File: config.mk
export PLATFORM = sky130hd
export DESIGN_NAME = shift_rows_pipe
export DESIGN_NICKNAME = d
export VERILOG_FILES = /design/src/rtl/aes_pkg.sv /design/src/rtl/rijndael_row_permute.sv /design/src/rtl/shift_rows_pipe.sv
export SDC_FILE = /design/constraint.sdc
export NUM_CORES = 1
export LEC_CHECK = 0
export CELL_PAD_IN_SITES_DETAIL_PLACEMENT = 0
export CELL_PAD_IN_SITES_GLOBAL_PLACEMENT = 2
export CORE_ASPECT_RATIO = 0.75
export CORE_MARGIN = 5
export CORE_UTILIZATION = 36
export CTS_CLUSTER_DIAMETER = 40
export DETAILED_ROUTE_END_ITERATION = 12
export PLACE_DENSITY_LB_ADDON = 0.1
export RECOVER_POWER = 25
export SYNTH_ARGS = -nofsm -noshare
export SYNTH_HDL_FRONTEND = slang
export SYNTH_SLANG_ARGS = --single-unit
File: constraint.sdc
create_clock -name clk -period 4.15 [get_ports clk]
set_input_delay 0.83 -clock clk [delete_from_list [all_inputs] [get_ports clk]]
set_output_delay 0.83 -clock clk [all_outputs]
set_load 0.1 [all_outputs]
File: src/rtl/aes_pkg.sv
// Shared Rijndael state types, block-size constants and the ShiftRows row-offset table.
package aes_pkg;

    localparam int NB_AES = 4;
    localparam int NB_192 = 6;
    localparam int NB_256 = 8;
    localparam int NB_MAX = NB_256;

    typedef logic [7:0] byte_t;

    // Byte array [row][col] sized for the widest block; narrower blocks use columns 0..NB-1.
    typedef byte_t [0:3][0:NB_MAX-1] state_t;

    // The 256-bit block skips offset 2 so that rows 2 and 3 spread further apart.
    function automatic int row_offset(input int nb, input int r);
        return (nb == NB_256 && r >= 2) ? r + 1 : r;
    endfunction

endpackage

File: src/rtl/rijndael_row_permute.sv
// Combinational ShiftRows / InvShiftRows byte permutation for an NB-column Rijndael state.
// Zero latency, no flow control; pure wiring plus one 2:1 mux per byte.
module rijndael_row_permute
    import aes_pkg::*;
#(
    parameter int NB = NB_AES
) (
    input  logic [32*NB-1:0] state_in,
    input  logic             inv,
    output logic [32*NB-1:0] state_out
);

    if (NB != NB_AES && NB != NB_192 && NB != NB_256) begin : g_bad_nb
        $error("rijndael_row_permute: NB must be 4, 6 or 8");
    end

    // Column c sits at bits [32*(NB-c)-1 -: 32], row 0 being the top byte of the column.
    for (genvar r = 0; r < 4; r++) begin : g_row
        for (genvar c = 0; c < NB; c++) begin : g_col
            localparam int OFF     = row_offset(NB, r);
            localparam int SRC_F   = (c + OFF) % NB;
            localparam int SRC_I   = (c - OFF + NB) % NB;
            localparam int DST_LSB = 32*(NB-c) - 8 - 8*r;
            localparam int FWD_LSB = 32*(NB-SRC_F) - 8 - 8*r;
            localparam int INV_LSB = 32*(NB-SRC_I) - 8 - 8*r;

            assign state_out[DST_LSB +: 8] = inv ? state_in[INV_LSB +: 8]
                                                 : state_in[FWD_LSB +: 8];
        end
    end

endmodule

File: src/rtl/shift_rows_pipe.sv
// Two-stage valid/ready ShiftRows/InvShiftRows pipe with per-beat mode and sideband tag; latency 2.
// Backpressure: s2 holds while out_ready is low, s1 fills behind it, then in_ready drops.
module shift_rows_pipe
    import aes_pkg::*;
#(
    parameter int NB    = NB_AES,
    parameter int TAG_W = 4
) (
    input  logic             clk,
    input  logic             rst_n,
    input  logic             in_valid,
    output logic             in_ready,
    input  logic [32*NB-1:0] in_data,
    input  logic             in_inv,
    input  logic [TAG_W-1:0] in_tag,
    output logic             out_valid,
    input  logic             out_ready,
    output logic [32*NB-1:0] out_data,
    output logic             out_inv,
    output logic [TAG_W-1:0] out_tag
);

    logic             r_s1_vld;
    logic [32*NB-1:0] r_s1_dat;
    logic             r_s1_inv;
    logic [TAG_W-1:0] r_s1_tag;

    logic             r_s2_vld;
    logic [32*NB-1:0] r_s2_dat;
    logic             r_s2_inv;
    logic [TAG_W-1:0] r_s2_tag;

    logic             w_s1_rdy;
    logic             w_s2_rdy;
    logic [32*NB-1:0] w_perm;

    assign w_s2_rdy = !r_s2_vld || out_ready;
    assign w_s1_rdy = !r_s1_vld || w_s2_rdy;
    assign in_ready = w_s1_rdy;

    // Data registers load only on a real handshake so idle X on in_data never enters the pipe.
    always_ff @(posedge clk or negedge rst_n) begin
        if (!rst_n) begin
            r_s1_vld <= 1'b0;
            r_s1_dat <= '0;
            r_s1_inv <= 1'b0;
            r_s1_tag <= '0;
        end else begin
            if (w_s1_rdy) begin
                r_s1_vld <= in_valid;
            end
            if (in_valid && w_s1_rdy) begin
                r_s1_dat <= in_data;
                r_s1_inv <= in_inv;
                r_s1_tag <= in_tag;
            end
        end
    end

    rijndael_row_permute #(
        .NB (NB)
    ) u_permute (
        .state_in  (r_s1_dat),
        .inv       (r_s1_inv),
        .state_out (w_perm)
    );

    always_ff @(posedge clk or negedge rst_n) begin
        if (!rst_n) begin
            r_s2_vld <= 1'b0;
            r_s2_dat <= '0;
            r_s2_inv <= 1'b0;
            r_s2_tag <= '0;
        end else begin
            if (w_s2_rdy) begin
                r_s2_vld <= r_s1_vld;
            end
            if (r_s1_vld && w_s2_rdy) begin
                r_s2_dat <= w_perm;
                r_s2_inv <= r_s1_inv;
                r_s2_tag <= r_s1_tag;
            end
        end
    end

    assign out_valid = r_s2_vld;
    assign out_data  = r_s2_dat;
    assign out_inv   = r_s2_inv;
    assign out_tag   = r_s2_tag;

endmodule

run_1/met2.png
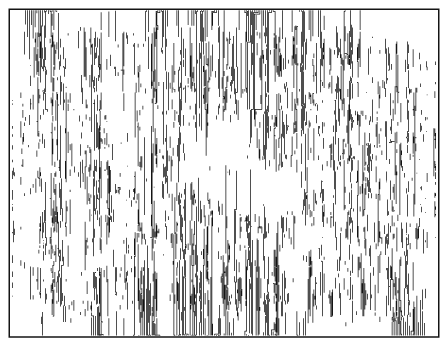
share of all routed wire: 47%
nets with wire on the layer: 1,021
main direction: vertical
wire length on this layer: 13,300 um

run_1/cell_classes.png
Bar = 50 um. Fill, decap, tap and diode cells in gray.
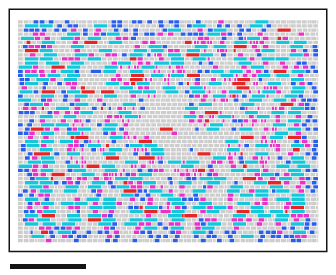
[magenta] all other logic | cells: 401 | share of their area: 25%
[cyan] flip-flops | cells: 268 | share of their area: 47%
[blue] other buffers and delay cells | cells: 287 | share of their area: 20%
[red] clock drivers and dummy loads | cells: 63 | share of their area: 8.2%

run_1/drive_strength.png
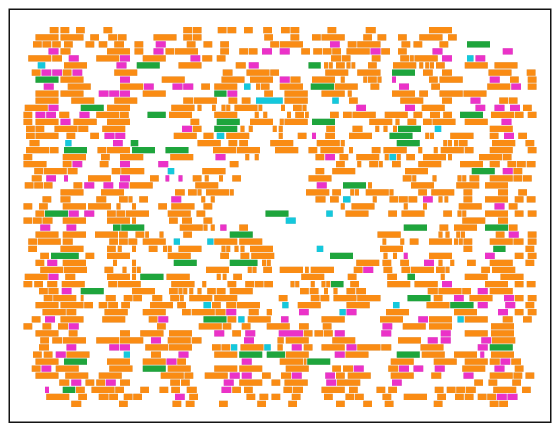
[orange] drive 1 or less | cells: 802 | share: 79% | most used: clkdlybuf4s50_1
[green] drive 6 and up | cells: 49 | share: 4.8% | most used: clkbuf_16
[magenta] drive 2 | cells: 143 | share: 14% | most used: mux2_2
[cyan] drive 3 to 4 | cells: 25 | share: 2.5% | most used: buf_4

==> Changelog: implementation, run 1 <==
### Physical design

* # rows at 54
* Pleak at 0.00622 uW
* Worst slew margin at -64.9%
* Pwr Density at 730 mW/mm^2
* Ys Warns at 0
* Startpoint types: register
* Final period utilization at between 70% and 80%
* Sequential cell area at 0.00671 mm^2
* Worst endpoint required time at 3.32 ns
* Clock latency on the worst-skew pair at 0.52 ns
* DPL Wire Length at 19,400 um
* Remaining global-route overflow at 0
* H-tree lvl count at 2
* Layout area overhead at 39.8%
* Post-CTS setup repair buffer count at 0
* WS Path Type: register to primary output
* Peak supply drop at approximately 0.00037 V
* Reg2Reg Depth at 4
* Worst-path clk slew at 0.05 ns
* Number of buffers added on ports at roughly 270
* Max Cap Viol at 1
* Top cell excl fill/tap: clkdlybuf4s50_1
* Final WL at about 28,000 um
* Drc violations at 0
* Area leader share at between 60% and 70%
* Setup Skew at 0.0272 ns
* Area leader, netlist: dfrtp_1
* Setup TNS at 0 ns
* CTS Hold Buffers Added at 0
* Critical Path AT at 2.08 ns
* Worst Max-Slew Pin Slew at 2.47 ns
* Initial antenna violation count at 4
* Nets at 1,131
* Post-layout util at about half
* Maximum clock path buffer count at 3
* Flops after synth at 268
* Post-Synthesis Cells at 719
* CTS buffer count at 36
* Initial Util at 36.5%
* Layout cells sized above 1 at 21.3%
* Die ar. at 0.0331 mm^2
* Hold Vio Cnt, Final at 0
* Cell count of the worst hold path at 1
* Delay-heaviest family, CP: buffers and inverters
* Ports at 272
* Routed Antenna Nets at 0
* Failing checks: capacitance limit, slew limit
* Synth area leaders: dfrtp_1 (63%), mux2_2 (14%), mux2_1 (7.4%)
* Post-Syn Nets at 856
* Min Hold Slack at just under 0.5 ns
* Synth Cell Area at ~0.011 mm^2
* Core region area at 0.0291 mm^2
* Tool Warnings at 26
* Yosys Instances at 719
* Final Critical Period at 2.91 ns
* First-pass GRT wire length at 44,700 um
* Die x size at 208 um
* Yosys Chip Area at between 0.01 and 0.015 mm^2
* First-pass DRT Iterations at 4
* Root Buffer: clkbuf_16
* RSZ-0062 raised after global routing: no
* Filler cells at 2,509
* Largest net degree at the start of global routing at 97
* Slew Viols, Final at around 96
* Slowest Stage Delay on Critical Path at around 1.2 ns
* Power, Total at 10,800 uW
* Top Layout Cells: clkdlybuf4s50_1 (269), dfrtp_1 (266), mux2_2 (132)
* CTS tree: built
* Die Ht at 159 um
* Outcome: complete, but fails checks
* Min-delay worst type: register to register
* Worst path slowest cell: clkdlybuf4s50_1
* DR iter-0 viols at between 300 and 400
* R2R Path Start: r_s1_vld
* Vias per cell at about 4.9
* GRT Total Usage at 16.8%
* Setup crit end kind: primary output
* Register area share after synthesis at 63.1%
* Hold_sp: r_s1_dat[58]
* Number of distinct library cells after synthesis at 14
* Worst reg-to-reg setup slack at roughly 1.5 ns
[run 1: stage by stage]
| step | instances | setup WS [ns] | cell area [um^2] |
|---|---|---|---|
| 4_1_cts | 1411 | 1.20 | 14900 |
| 5_1_grt | 1411 | 0.662 | 14800 |
| 2_1_floorplan | 719 | 1.01 | 10600 |
| 3_3_place_gp | 1348 | 0.997 | 13700 |
| 6_report | 1412 | 1.24 | 14800 |
| 3_5_place_dp | 1348 | 0.944 | 13700 |
[run 1: synthesized netlist by cell type]
cell / n
dfrtp_1: 268
mux2_2: 132
a21oi_1: 128
mux2_1: 70
mux2i_1: 64
buf_2: 22
clkbuf_1: 14
buf_6: 13
nand2b_1: 3
and2_1: 1
buf_4: 1
nand2_1: 1
nand2_2: 1
nand3b_1: 1
[run 1: kinds of logic after synthesis]
group	Yosys count	share of synthesized area, %
AND-OR/OR-AND	128	6.03
buffers and inverters	50	2.98
flip-flops	268	63.1
multiplexers	266	27.4
AND/OR/NAND/NOR	7	0.401
[run 1: power by group]
part / leakage [uW] / total (uW) / internal (uW) / switching [uW]
sequential: 0.00309 / 3530 / 3150 / 386
combinational: 0.00255 / 4290 / 1130 / 3160
clock: 0.000577 / 3010 / 1850 / 1150
[run 1: layout make-up]
cell class	count	area share [%]
clock buffer	44	6.75
tap	392	3.30
antenna	1	0.0169
sequential	268	45.2
multi-input combinational	401	24.4
clock inverter	19	1.22
timing repair buffer	287	19.1
[run 1: state kept, by name, summed over array words and instances (netlist names)]
signal and count:
out_data 128, r_s1_dat 128, out_tag 4, r_s1_tag 4, out_inv 1, out_valid 1, r_s1_inv 1, r_s1_vld 1
[run 1: worst max path at each step]
stage,from,cells after the start,end,slack [ns]
floorplan,out_valid,5,r_s1_dat[100],1.01
global placement,out_ready,5,out_data[78],1.0
detailed placement,out_ready,5,out_data[79],0.94
CTS,out_data[20],1,out_data[20],1.20
global route,rst_n,2,r_s1_dat[116],0.66
finish,out_data[112],1,out_data[112],1.24
[run 1: metal layers]
metal | vias up | track usage [%] | wire length (um)
li1 | 3123 | - | -
met1 | 3533 | 22.0 | 12300
met2 | 179 | 26.9 | 13300
met3 | 46 | 5.86 | 1970
met4 | 6 | 4.30 | 507
met5 | - | 0 | 28
==> run 2: changes to the inputs <==
--- a/config.mk
+++ b/config.mk
@@ -9,7 +9,7 @@
 export CELL_PAD_IN_SITES_GLOBAL_PLACEMENT = 2
 export CORE_ASPECT_RATIO = 0.75
 export CORE_MARGIN = 5
-export CORE_UTILIZATION = 36
+export CORE_UTILIZATION = 33
 export CTS_CLUSTER_DIAMETER = 40
 export DETAILED_ROUTE_END_ITERATION = 12
 export PLACE_DENSITY_LB_ADDON = 0.1
==> constraint.sdc (replaced) <==
create_clock -name clk -period 2.82 [get_ports clk]
set_input_delay 0.564 -clock clk [delete_from_list [all_inputs] [get_ports clk]]
set_output_delay 0.564 -clock clk [all_outputs]
set_load 0.1 [all_outputs]
==> run 2 against run 1 <==
Net effect: the run now ends clean; worst hold slack worse by 0.0012 ns; synthesized area unchanged; cell area up 0.45%; critical path type is now input pin to primary output; critical endpoint is now in_ready.
==> Changelog: implementation, run 2 <==
### Physical design

* Top cells by count: dfrtp_1 (268), mux2_2 (132), a21oi_1 (128)
* Synth Cell Area at 0.0106 mm^2 (unchanged)
* Synth area leaders: dfrtp_1 (63%), mux2_2 (14%), mux2_1 (7.4%)
* Pwr Density at 1110 mW/mm^2 (+51%)
* Synth top cell by count: dfrtp_1
* Worst Max-Slew Pin Slew at 0.842 ns (-1.63 ns)
* Hold Vio Cnt, Final at 0 (unchanged)
* DPL Wire Length at 19,100 um (-1.7%)
* Inst Count DP at 1,366 (+1.3%)
* Setup TNS at 0 ns (unchanged)
* Register area share after synthesis at 63.1% (unchanged)
* Min-delay worst type: register to register
* Drc violations at 0 (unchanged)
* Outcome: finished, final reports clean
* Most used DFF post-synth: dfrtp_1
* Setup Skew at 0.0111 ns (-0.0162 ns)
* Critical Path AT at 1.74 ns (-0.34 ns)
* Yosys Instances at 719 (unchanged)
* Final Critical Period at 2.30 ns
* Layout cells sized above 1 at 34.9% (+14 points)
* Layout area overhead at 40.4%
* Flops after synth at 268 (unchanged)
* First-pass GRT wire length at 44,100 um (-1.3%)
* H-tree lvl count at 2 (unchanged)
* Async SR Flop Fraction at 100% (unchanged)
* Routed Antenna Nets at 0 (unchanged)
* CTS buffer count at 40 (+11%)
* Maximum clock path buffer count at 3 (unchanged)
* Top Layout Cells: dfrtp_1 (265), buf_4 (144), clkdlybuf4s50_1 (134)
* Peak supply drop at 0.000524 V (+41%)
* Worst-path clk slew at 0.05 ns (about the same)
* # rows at 56 (+3.7%)
* Power, Total at 16,500 uW (+52%)
* Startpoint types: input pin
* Top cell excl fill/tap: dfrtp_1
* Root Buffer: clkbuf_16
* Worst slew margin at 43.9% (+110 points)
* WS Path Type: input pin to primary output
* Nets at 1,140 (+0.80%)
* RSZ-0062 raised after global routing: no
* Post-Syn Nets at 856 (unchanged)
* Die ar. at 0.0359 mm^2 (+8.6%)
* Post-synth EDFFs at 0 (unchanged)
* Die x size at 217 um (+4.2%)
* Final std cells w/o fill at 1,439 (+1.9%)
* Number of buffers added on ports at 271 (unchanged)
* Final period utilization at 81.6%
* Area leader share at 63.1% (unchanged)
* Tool Warnings at 26 (unchanged)
* First-pass DRT Iterations at 5 (+1)
* Post-CTS setup repair buffer count at 0 (unchanged)
* Post-layout util at 47.3% (-3.7 points)
## run 2: cell types whose count changed in the layout (fill, tap and decap cells not counted), moves of 3 or more
cell	change
clkdlybuf4s50_1	-135
buf_4	+129
buf_12	+9
bufinv_16	+4
clkbuf_1	+4
clkbuf_16	+4
clkinv_4	-3
## run 2: per-stage QoR
step,setup slack (ns),hold WS [ns]
2_1_floorplan,0.0809,0.268
3_3_place_gp,0.370,0.470
3_5_place_dp,0.364,0.479
4_1_cts,0.644,0.491
5_1_grt,0.475,0.502
6_report,0.518,0.486
## run 2: worst max-delay path, stage by stage
cell           delay [ns]
dlygate4sd3_1        0.54
nand3b_1             0.35
buf_12               0.27
## run 2: what timing repair did
action | 4_1_cts | 5_1_grt
hold buffers | 1 | 0
resized | 0 | 0
endpoints found under the hold margin | 16 | 0
## run 2: power by group
part | switching (uW) | internal (uW)
registers | 496 | 4640
logic | 4680 | 1510
clock network | 1760 | 3390
## run 2: layout make-up
class                      count  area [um^2]
fill                        2805        16600
sequential                   268         6710
multi-input combinational    401         3620
timing repair buffer         292         2670
clock buffer                  54         1140
tap                          406          508
clock inverter                17          256
antenna                        1         2.50
## run 2: worst paths after layout
path,from,end,slack (ns),depth (start not counted)
max in group asynchronous,rst_n,r_s1_inv,0.89,3
max reg2reg,out_valid,r_s1_dat[36],1.03,4
max,out_ready,in_ready,0.52,3
min in group asynchronous,rst_n,out_data[79],0.59,2
min reg2reg,r_s1_dat[91],r_s1_dat[91],0.49,1
min,r_s1_dat[91],r_s1_dat[91],0.49,1
## run 2: cells by family (layout without fill, tap and decap cells)
logic type / Yosys count / count (layout) / synth area share [%]
flip-flops: 268 / 268 / 63.1
AND/OR/NAND/NOR: 7 / 7 / 0.401
buffers and inverters: 50 / 363 / 2.98
other: 0 / 1 / 0
AND-OR/OR-AND: 128 / 128 / 6.03
multiplexers: 266 / 266 / 27.4
## run 2: per-layer routing
metal | wire [um] | vias to the layer above | global-route usage (%)
met5 | 0 | - | 0
met4 | 559 | 0 | 4.74
met3 | 1840 | 45 | 4.94
met2 | 12900 | 154 | 24.0
met1 | 12900 | 3442 | 21.6
li1 | - | 3167 | -
run_2/gate_families.png
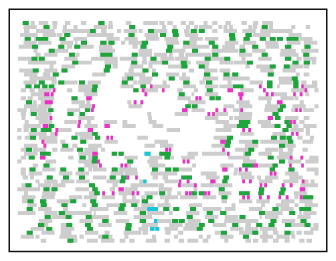
[cyan] NAND gates | cells: 6 | most used: nand2b_1 | where: south
[magenta] inverting AOI/OAI gates | cells: 128 | most used: a21oi_1
[green] multiplexers | cells: 266 | most used: mux2_2 | where: spread over the die

run_2/met2.png
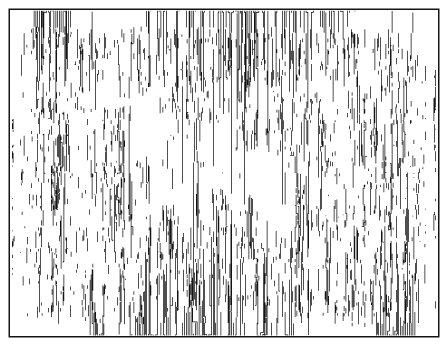
met2 Usage GRT: 24.0%
final WL: 28,200 um

==> run 3: changes to the inputs <==
==> constraint.sdc (replaced) <==
create_clock -name clk -period 2.17 [get_ports clk]
set_input_delay 0.434 -clock clk [delete_from_list [all_inputs] [get_ports clk]]
set_output_delay 0.434 -clock clk [all_outputs]
set_load 0.1 [all_outputs]
==> run 3 against run 2 <==
Net effect: synthesized cell count stayed put; clock power grew 21%; setup slack got worse by 0.40 ns; clock skew is 0.0073 ns higher; core utilization hardly changed; sequential cell count did not move; critical path type is now register to primary output; worst hold slack lost 0.0012 ns; global-route usage rose by 0.36 points.
==> Changelog: implementation, run 3 <==
### Physical design

* Tool Warnings at 27 (+3.8%)
* Die x size at 217 um (unchanged)
* Nets at 1,151 (+0.96%)
* Number of buffers added on ports at 271 (unchanged)
* Min-delay worst type: register to register
* Top cell excl fill/tap: dfrtp_1
* First-pass GRT wire length at 45,100 um (+2.2%)
* Hold_sp: r_s1_dat[73]
* Synth area leaders: dfrtp_1 (63%), mux2_2 (14%), mux2_1 (7.4%)
* Setup WS post-layout at 0.121 ns (-0.397 ns)
* Top Layout Cells: dfrtp_1 (265), buf_4 (148), clkdlybuf4s50_1 (135)
* DPL Wire Length at 19,900 um (+4.3%)
* Filler cells at 2,894 (+3.2%)
* WS Path Type: register to primary output
* Post-Syn Nets at 856 (unchanged)
* Min Hold Slack at 0.485 ns (-0.00117 ns)
* H-tree lvl count at 2 (unchanged)
* Final period utilization at 94.4%
* Worst Max-Slew Pin Slew at 0.921 ns (+0.0788 ns)
* Flops after synth at 268 (unchanged)
* Multi-input gate area at 0.00362 mm^2 (unchanged)
* Final WL at 28,800 um (+2.0%)
* Setup Skew at 0.0184 ns (+0.00727 ns)
* Worst path slowest cell: dfrtp_2
* Async SR Flop Fraction at 100% (unchanged)
* CP cell instances: nand3b_1, buf_4, buf_12
* Hold Vio Cnt, Final at 0 (unchanged)
* Final Critical Period at 2.05 ns
* Top cells by count: dfrtp_1 (268), mux2_2 (132), a21oi_1 (128)
* Sw Ratio at 43.4% (+1.3 points)
* First-pass DRT Iterations at 4 (-1)
* RR Endpoint: r_s1_dat[114]
* Outcome: finished, final reports clean
* Setup TNS at 0 ns (unchanged)
* Area leader share at 63.1% (unchanged)
* Routed Antenna Nets at 0 (unchanged)
* Sequential power share at 31.6% (+0.5 points)
* Slowest Stage Delay on Critical Path at 0.48 ns (-0.06 ns)
* Post-synth EDFFs at 0 (unchanged)
* Yosys Instances at 719 (unchanged)
* # rows at 56 (unchanged)
* Peak supply drop at 0.000804 V (+53%)
* Die ar. at 0.0359 mm^2 (unchanged)
* Layout cells sized above 1 at 35.6% (+0.72 points)
* RSZ-0062 raised after global routing: no
* Cts repair resizes at 0 (unchanged)
* Pwr Density at 1410 mW/mm^2 (+28%)
* Worst-path clk slew at 0.05 ns (about the same)
* Drc violations at 0 (unchanged)
* Cell count of the worst hold path at 1 (unchanged)
* Reg2Reg Depth at 4 (unchanged)
* Synth top cell by count: dfrtp_1
* Synth Cell Area at 0.0106 mm^2 (unchanged)
* Worst reg-to-reg setup slack at 0.52 ns (-0.51 ns)
* Ant. Diodes at 0 (-1)
* P_sw at 9140 uW (+32%)
* Placement Setup Slack at 0.0587 ns (-0.306 ns)
* Critical Path AT at 1.62 ns (-0.12 ns)
* Root Buffer: clkbuf_16
* Most used DFF post-synth: dfrtp_1
* Maximum clock path buffer count at 3 (unchanged)
* Startpoint types: register
* Comb pwr share at 38.6% (+1.0 points)
* Worst hold endpoint: r_s1_dat[73]
run 3: cell count changes in the layout (fill, tap and decap cells not counted), sizes merged:
cell / previous run / this run
dlygate4sd3: 2 / 1
clkinv: 5 / 12
clkdlybuf4s50: 134 / 135
bufinv: 6 / 4
clkinvlp: 4 / 2
inv: 2 / 6
clkbuf: 55 / 51
buf: 155 / 162
diode: 1 / 0
run 3: power groups by stage:
stage	sequential, uW	clock, uW	combinational, uW
final	6650	6260	8120
after global placement	6730	0	8200
after detailed placement	6740	0	8230
after floorplan	11400	0	1430
after global routing	6800	6700	8430
after CTS	6660	6480	8240
run 3: cell families after synthesis:
| family | share of synthesized area, % |
|---|---|
| buf+inv | 2.98 |
| compound gates | 6.03 |
| mux | 27.4 |
| flops | 63.1 |
| simple gates | 0.401 |
run 3: stage by stage:
step                      power, uW  util [%]  std cells
after floorplan               12800         -        719
after global placement        14900      43.4       1379
after detailed placement      15000      43.4       1379
after CTS                     21400      47.6       1448
after global routing          21900      47.3       1448
final                         21000      47.3       1448
run 3: layout make-up:
class	count	area share (%)
clock buffers	44	6.80
clock inverters	24	1.85
multi-input cells	401	24.3
flip-flops and latches	268	45.0
well taps	406	3.41
repair buffers	305	18.6
run 3: timing repair:
action	in CTS	in global routing
hold buffers	1	0
hold endpoints to repair	53	0
setup buffers	0	0
run 3: critical path: cells and delay by family, from the launching register on:
kind	cells	cell delay, ns
and+or+nand+nor	1	0.24
buffers and inverters	2	0.38
DFF	1	0.48
run 3: worst max-delay path by stage:
stage                          from            end  slack (ns)
after floorplan           out_valid  r_s1_dat[100]       -0.43
final                      r_s1_vld       in_ready        0.12
after detailed placement  out_ready  r_s1_dat[108]        0.06
after global placement    out_ready  r_s1_dat[116]        0.06
after global routing       r_s1_vld       in_ready        0.03
after CTS                  r_s1_vld       in_ready        0.06
run 3: per-layer routing:
layer / GRT usage (%) / vias up / part of all wire [%] / wire length [um]
li1: - / 3205 / - / -
met1: 22.9 / 3480 / 48 / 13700
met2: 24.2 / 157 / 45 / 12900
met3: 4.57 / 39 / 5.6 / 1630
met4: 4.34 / 2 / 1.8 / 519
met5: 0 / - / 0.066 / 19
run_3/drive_strength.png
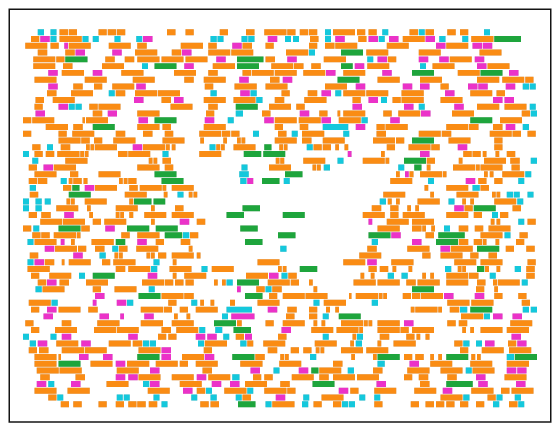
[magenta] drive 2 | cells: 143 | share: 14% | most used: mux2_2
[green] drive 6 and up | cells: 65 | share: 6.2% | most used: clkbuf_16
[cyan] drive 3 to 4 | cells: 163 | share: 16% | most used: buf_4
[orange] drive 1 or less | cells: 671 | share: 64% | most used: dfrtp_1

run_3/final_clocks.png
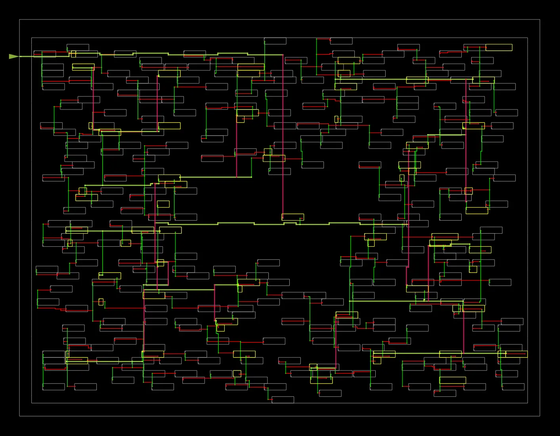
clock latency on the worst-skew pair: 0.52 ns
CTS buffer count: 38

No activity file was given, so power comes from the tool's default toggle rates.
